`src/rtl/delay_pkg.sv`:
```
// Shared helpers for the delay-line family: depth legality check and
// pointer/delay width derivation.
package delay_pkg;

  function automatic bit is_pow2(input int unsigned v);
    return (v != 0) && ((v & (v - 1)) == 0);
  endfunction

  function automatic int unsigned delay_w(input int unsigned depth);
    return (depth < 2) ? 1 : $clog2(depth);
  endfunction

endpackage

```
`src/rtl/delay_ram.sv`:
```
// DEPTH x N distributed RAM: one synchronous write port, one asynchronous
// read port.
module delay_ram #(
  parameter int N     = 8,
  parameter int DEPTH = 16,
  parameter int AW    = 4
) (
  input  logic          clk,
  input  logic          we,
  input  logic [AW-1:0] waddr,
  input  logic [N-1:0]  wdata,
  input  logic [AW-1:0] raddr,
  output logic [N-1:0]  rdata
);

  logic [N-1:0] mem [DEPTH];

  // NOTE: no reset on the array -- a reset would prevent LUT-RAM mapping;
  // stale contents are masked by the valid logic in the parent.
  always_ff @(posedge clk) begin
    if (we) mem[waddr] <= wdata;
  end

  assign rdata = mem[raddr];

endmodule

```
`src/rtl/var_delay_line.sv`:
```
// Runtime-programmable delay line over a circular buffer.
// Define VAR_DELAY_OREG_EN to add one registered output stage.
module var_delay_line
  import delay_pkg::*;
#(
  parameter int N          = 8,
  parameter int MAX_DELAY  = 16,
  parameter int DELAY_INIT = 4,
  parameter int AW         = delay_w(MAX_DELAY)
) (
  input  logic          clk,
  input  logic          rst,
  input  logic          ce,
  input  logic [N-1:0]  i_data,
  input  logic          i_load,
  input  logic [AW-1:0] i_delay,
  output logic [N-1:0]  o_data,
  output logic          o_valid,
  output logic [AW-1:0] o_delay
);

  if (!is_pow2(MAX_DELAY) || MAX_DELAY < 2) begin : g_bad_depth
    $error("var_delay_line: MAX_DELAY must be a power of two and >= 2");
  end
  if (DELAY_INIT < 0 || DELAY_INIT >= MAX_DELAY) begin : g_bad_init
    $error("var_delay_line: DELAY_INIT out of range");
  end

  logic [AW-1:0] wr_ptr;
  logic [AW-1:0] d_reg;
  logic [AW:0]   fill;
  logic [AW-1:0] rd_addr;
  logic [N-1:0]  rd_data;
  logic [N-1:0]  data_c;
  logic          valid_c;

  // NOTE: sequential state uses non-blocking assignments so every register
  // sees pre-edge values regardless of statement order.
  always_ff @(posedge clk) begin
    if (rst) begin
      wr_ptr <= '0;
      d_reg  <= AW'(DELAY_INIT);
      fill   <= '0;
    end else begin
      if (ce) wr_ptr <= wr_ptr + AW'(1);
      if (i_load) begin
        d_reg <= i_delay;
        // A sample accepted on the load edge already counts toward the new delay.
        fill  <= (ce && i_delay != '0) ? (AW+1)'(1) : '0;
      end else if (ce && fill < {1'b0, d_reg}) begin
        fill <= fill + (AW+1)'(1);
      end
    end
  end

  // Modulo-2^AW subtraction wraps naturally at the buffer boundary.
  assign rd_addr = wr_ptr - d_reg;

  delay_ram #(
    .N     (N),
    .DEPTH (MAX_DELAY),
    .AW    (AW)
  ) u_ram (
    .clk   (clk),
    .we    (ce && !rst),
    .waddr (wr_ptr),
    .wdata (i_data),
    .raddr (rd_addr),
    .rdata (rd_data)
  );

  // NOTE: defaults first so no path through always_comb infers a latch.
  always_comb begin
    valid_c = (fill >= {1'b0, d_reg});
    data_c  = '0;
    if (d_reg == '0)  data_c = i_data;
    else if (valid_c) data_c = rd_data;
  end

`ifdef VAR_DELAY_OREG_EN
  always_ff @(posedge clk) begin
    if (rst) begin
      o_data  <= '0;
      o_valid <= 1'b0;
    end else begin
      o_data  <= data_c;
      o_valid <= valid_c;
    end
  end
`else
  assign o_data  = data_c;
  assign o_valid = valid_c;
`endif

  assign o_delay = d_reg;

endmodule
```
`config.mk`:
```
export PLATFORM = sky130hd
export DESIGN_NAME = var_delay_line
export DESIGN_NICKNAME = d
export VERILOG_FILES = /design/src/rtl/delay_pkg.sv /design/src/rtl/delay_ram.sv /design/src/rtl/var_delay_line.sv
export SDC_FILE = /design/constraint.sdc
export NUM_CORES = 1
export LEC_CHECK = 0
export CORE_MARGIN = 4
export CORE_UTILIZATION = 48
export DETAILED_ROUTE_END_ITERATION = 10
export PLACE_DENSITY = 0.71
export SYNTH_ARGS = -nofsm -noshare
export SYNTH_HDL_FRONTEND = slang
export SYNTH_SLANG_ARGS = --single-unit
export TNS_END_PERCENT = 10
```
`constraint.sdc`:
```
create_clock -name clk -period 5.3 [get_ports clk]
set_input_delay 0.795 -clock clk [delete_from_list [all_inputs] [get_ports clk]]
set_output_delay 0.795 -clock clk [all_outputs]
set_load 0.02 [all_outputs]
```
Supply network:
Scale bar: 20 µm. Pins as bars on the die edge.
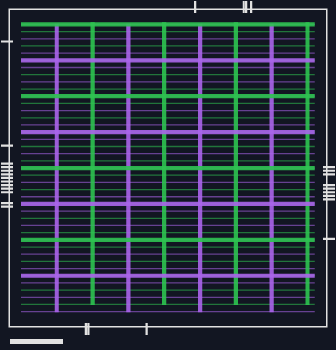
purple -> VSS
green -> VDD
met4 straps = 8
rows = 40
met1 rails = 41

==> results.sh <==
# source this file to load flow results
export IMPL_status="completed"
export IMPL_comb_area_share=0.247
export IMPL_cp_top_family="buffers and inverters"
export IMPL_drc=0
export IMPL_synth_avg_cell_area_um2=19.0
export IMPL_grt_overflow_total=0
export IMPL_tool_warnings=29
export IMPL_cts_max_level=4
export IMPL_hold_end="fill[4]"
export IMPL_wire_per_inst_um=20.3
export IMPL_fp_util=0.495
export IMPL_mostFrequentLayoutCells="128 x edfxtp_1, 28 x clkdlybuf4s50_1, 17 x mux4_1, 17 x clkbuf_16, 16 x and2_1"
export IMPL_yosysChipArea_um2=5990
export IMPL_grt_pass1_vias=3192
export IMPL_firstDrtPassIters=4
export IMPL_layoutNonFillerInstCount=539
export IMPL_nClkBuffers=18
export IMPL_post_cts_setup_buffer_count=0
export IMPL_flops=141
export IMPL_max_freq_mhz=211
export IMPL_slew_violations=0
export IMPL_cts_tree="yes"
export IMPL_viasPerCell=5.57
export IMPL_routed_wirelength_mm=10.9
export IMPL_cts_root_buf="clkbuf_16"
export IMPL_top_logic_kind="multiplexers"
export IMPL_place_area_um2=6440
export IMPL_ys_sh_mux=0.168
export IMPL_cts_resized=0
export IMPL_taps=168
export IMPL_regToRegEndpoint="fill[3]"
export IMPL_clock_area_frac=0.0825
export IMPL_worst_pin_slew_ns=0.920
export IMPL_crit_chain="ha_1 > inv_1 > fa_2 > buf_4 > mux4_1 > mux2i_1 > nor3_1 > a221o_1 > clkdlybuf4s50_1"
export IMPL_num_multi_input_gates=151
export IMPL_clkSlewWorstSetupHoldPaths_ns=0.06
export IMPL_path_class="flop to output pin"
export IMPL_cp_max_fo=14
export IMPL_critPathArrivalTime_ns=3.93
export IMPL_num_vias=3000
export IMPL_syn_inst=316
export IMPL_place_gp_congestion=0.755
export IMPL_rsz0062_at_grt="false"
export IMPL_async_reset_ff_frac=0
export IMPL_xor_area_frac=0.0132
export IMPL_fin_total_pwr_mw=2.72
export IMPL_ctsLongestPathBuffers=2
export IMPL_yosys_cell_types_count=39
export IMPL_syn_area_um2=5990
Placement by cell class:
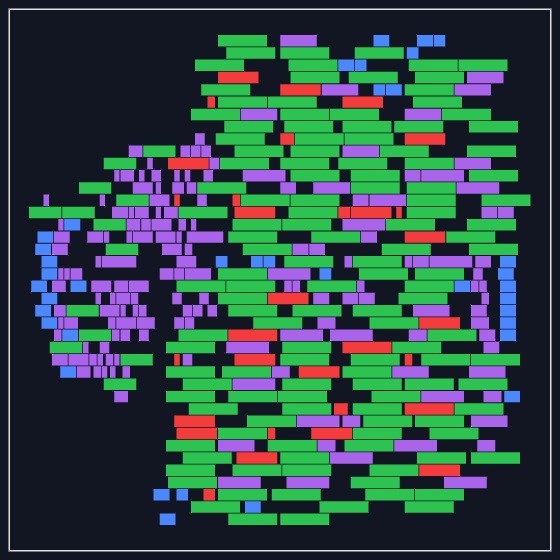
purple -> combinational and other logic  # cells 162
red -> clock drivers and dummy loads  # cells 31
blue -> remaining buffers and delay cells  # cells 37
green -> sequential cells  # cells 141

metal layers:
metal | global-route usage | part of all wire | routed length (µm) | vias up
li1 | - | - | - | 1378
met1 | 0.210 | 0.43 | 4670 | 1509
met2 | 0.266 | 0.50 | 5480 | 100
met3 | 0.0518 | 0.055 | 606 | 13
met4 | 0.0616 | 0.017 | 185 | 0
met5 | 0 | 0 | 0 | -
worst max path at each step:
stage	from	endpoint	slack [ns]	cells after the start
after floorplan	o_delay[0]	o_data[5]	1.77	9
after global placement	o_delay[0]	o_data[2]	1.00	9
after detailed placement	o_delay[0]	o_data[2]	0.98	9
after CTS	o_delay[0]	o_data[2]	0.52	9
after global routing	o_delay[0]	o_data[2]	0.36	9
final	o_delay[0]	o_data[2]	0.57	9
synthesized netlist by cell type, types with 2 or more instances:
library cell    n  share of area
mux2i_1        13          0.022
nor2b_1         2         0.0021
a221o_1         8          0.013
nor3_1         13          0.011
xnor2_1         5         0.0073
and2_1         16          0.017
xor2_1          4         0.0058
buf_8           2         0.0050
inv_1          11         0.0069
buf_4           2         0.0025
dfxtp_1        13          0.043
buf_6           5         0.0094
nand2_1         5         0.0031
mux2_2          8          0.015
a21oi_1         3         0.0025
edfxtp_1      128           0.64
mux4_1         17          0.075
ha_1           12          0.025
mux4_2         15          0.056
clkbuf_1        3         0.0019
nor2_1         12         0.0075
o21ai_0         2         0.0017
power breakdown:
| group | leakage, nW | internal (mW) | switching (mW) | total, mW |
|---|---|---|---|---|
| Combinational | 0.866 | 0.165 | 0.161 | 0.326 |
| Sequential | 1.26 | 1.22 | 0.00892 | 1.23 |
| Clock | 0.280 | 0.730 | 0.427 | 1.16 |
state kept, by name (all words and copies together), names as in the netlist:
register and flops:
o_delay 4, fill 5, u_ram.mem 128, wr_ptr 4
No activity file was given, so power comes from the tool's default toggle rates.
